==> config.mk <==
export PLATFORM = sky130hd
export DESIGN_NAME = tt_stim_player
export DESIGN_NICKNAME = d
export VERILOG_FILES = /design/src/rtl/tt_stim_pkg.sv /design/src/rtl/tt_stim_player_fifo.sv /design/src/rtl/tt_stim_player.sv
export SDC_FILE = /design/constraint.sdc
export NUM_CORES = 1
export LEC_CHECK = 0
export CORE_MARGIN = 2
export CORE_UTILIZATION = 53
export CTS_CLUSTER_SIZE = 24
export DETAILED_ROUTE_END_ITERATION = 10
export PLACE_DENSITY = 0.73
export SLEW_MARGIN = 30
export SYNTH_ARGS = -nofsm -noshare
export SYNTH_HDL_FRONTEND = slang
export SYNTH_SLANG_ARGS = --single-unit
==> constraint.sdc <==
create_clock -name clk -period 3.49 [get_ports clk]
set_input_delay 0.349 -clock clk [delete_from_list [all_inputs] [get_ports clk]]
set_output_delay 0.349 -clock clk [all_outputs]
set_load 0.05 [all_outputs]
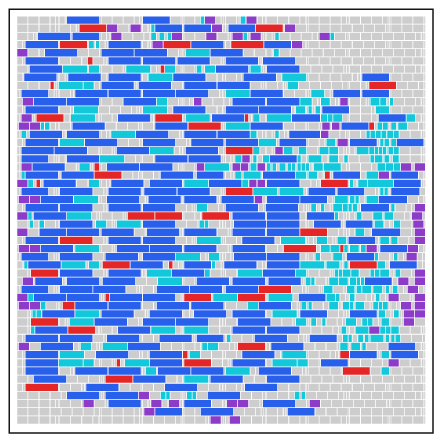
Fig. 1. Cell classes on the final placement.
(3 px per um) Fill, decap, tap and diode cells in gray.
cyan -> all other logic  # cells 284, share of their area 23%
red -> clock drivers and dummy loads  # cells 47, share of their area 7.9%
blue -> flip-flops  # cells 249, share of their area 63%
purple -> other buffers and delay cells  # cells 81, share of their area 6.7%
finished layout cell area: 11800 um^2
Seq/total area: 0.6106
Rows: 50
fin util: 0.6370
CORE AREA: 18520 um^2

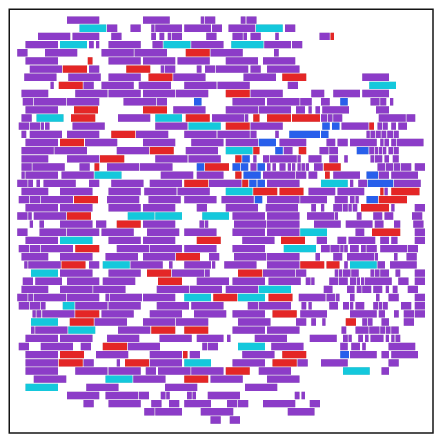
Fig. 2. Drive-strength map.
(3 px per um)
purple -> drive 1 or less  # cells 537, most used edfxtp_1
red -> drive 2  # cells 69, most used mux4_2
blue -> drive 3 to 4  # cells 22, most used buf_4
cyan -> drive 6 and up  # cells 33, most used clkbuf_16
post-route worst setup slack: 0.4912 ns
Non-clk bufs: 81

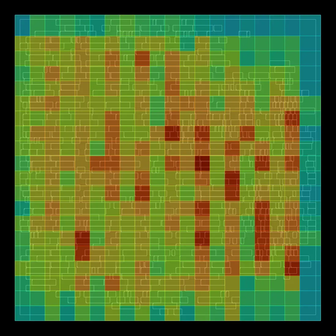
Fig. 3. Routing congestion map.
M3 GR Usage: 0.02955
grt met2 use: 0.3384

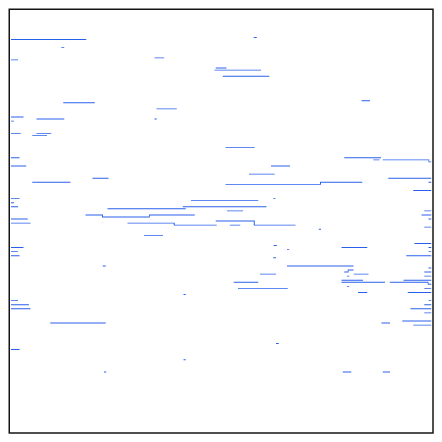
Fig. 4. The metal 3 layer.
(3 px per um)
main direction = horizontal
share of all routed wire = 3.7%
longest straight run = 31.5 um
via count: 5278
Routed WL: 18.83 mm

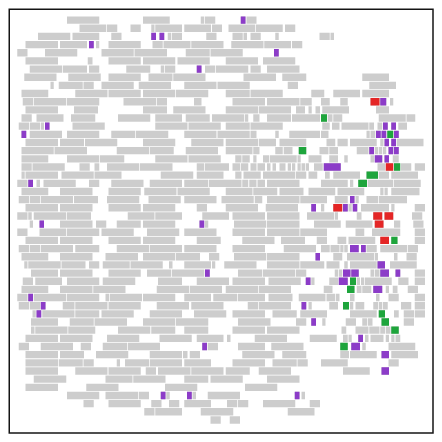
Fig. 5. Gate families picked out.
(3 px per um)
green -> AND and OR gates  # cells 14
purple -> inverting AOI/OAI gates  # cells 54, where widely spread
red -> AND-OR and OR-AND gates  # cells 7, where middle right
logic gate fraction of the total cell area: 0.2182
highest-count logic cell in the final layout: edfxtp_1
non-filler cells, final: 895

==> impl_metrics.csv <==
group,metric,value,unit
status,status,"completed",
sta,setup_violations,0,
grt,grt-ovfl-total,0,
sta,worstMarginPinSlew,0.7245,ns
sta,rsz0062_at_grt,"no",
pwr,intPower,6.786,mW
sta,max_freq,0.3335,GHz
synthesis,ys_ff,249,
worst_hold_path,min_path_type,"primary input to asynchronous set/reset pin",
grt,grt_usage,0.1951,
synthesis,edf_count,192,
grt,grt_start_max_net_pins,52,
setup_path,critPathArrivalTime,2.65,ns
synthesis,ys_area,9908,um^2
synthesis,syn-num-nets,604,
setup_path,cp-start-kind,"flip-flop",
pwr,finalPower,10.11,mW
clocking,cts_resized,0,
floorplanning,dieHeight,140.7,um
setup_path,slowest_stage,"clkdlybuf4s50_1",
synthesis,synth-warning-count,0,
pwr,pwr-share-seq,0.403,
routing,initialDrtViolationCount,393,
grt,grt_pass1_vias,5473,
clocking,cts_tree,"done",
sta,setup_tns,0,ns
synthesis,mux_share,0.1345,
clocking,ctsHoldBuffers,0,
pwr,pwr-share-clk,0.284,
place,dp_hpwl,11.05,mm
final_layout,final_cell_mix,"edfxtp_1 (192), clkdlybuf4s50_1 (67), dfrtp_1 (51)",
synthesis,synth_cells,562,
## Yosys cell counts (all sizes together), types with 2 or more instances
library cell and n:
edfxtp 192, dfrtp 53, mux4 48, nor2 40
a21oi 31, mux2i 24, nand2 24, clkbuf 15
buf 14, nand3 14, inv 12, o21ai 10
xor2 10, nor3 8, xnor2 8, ha 6
nor4b 5, o22a 5, dfstp 4, o211ai 4
or4 4, and3 3, nand2b 3, or3 3
a311oi 2, and2 2, nand4 2, nor4 2
## worst max-delay path, delay by kind of cell, from the launching register on
family	cells	cell delay [ns]
compound gates	1	0.21
buf+inv	1	0.87
flops	1	0.56
simple gates	1	0.47
## final cells by class
type / count / share of cell area
clock buffer: 28 / 0.05580
clock inverter: 19 / 0.02100
inverter: 12 / 0.003819
multi-input combinational: 272 / 0.2182
sequential: 249 / 0.6106
tap: 234 / 0.02482
timing repair buffer: 81 / 0.06577
## metrics by stage
step	setup WS, ns	utilization	cell area [um^2]	hold WS [ns]	instances
2_1_floorplan	0.04826	-	9918	0.4479	562
3_3_place_gp	1.036	0.5880	10890	0.4902	848
3_5_place_dp	0.9390	0.5880	10890	0.4925	848
4_1_cts	0.4750	0.6370	11800	0.1093	895
5_1_grt	0.4024	0.6370	11800	0.1415	895
6_report	0.4912	0.6370	11800	0.1070	895
## power groups by stage
stage / Clock [mW] / Sequential, mW / Combinational, mW
finish: 2.87 / 4.07 / 3.16
global route: 3.04 / 4.14 / 3.42
CTS: 2.92 / 4.08 / 3.22
detailed placement: 0 / 4.14 / 3.20
global placement: 0 / 4.10 / 3.12
floorplan: 0 / 4.37 / 2.07
## metal layers
layer,share of wire,GRT usage
met2,0.51,0.3384
met4,0.025,0.05421
met3,0.037,0.02955
met5,0,0
met1,0.43,0.2615
Power figures rest on the tool's default switching activity, not on a simulated workload.
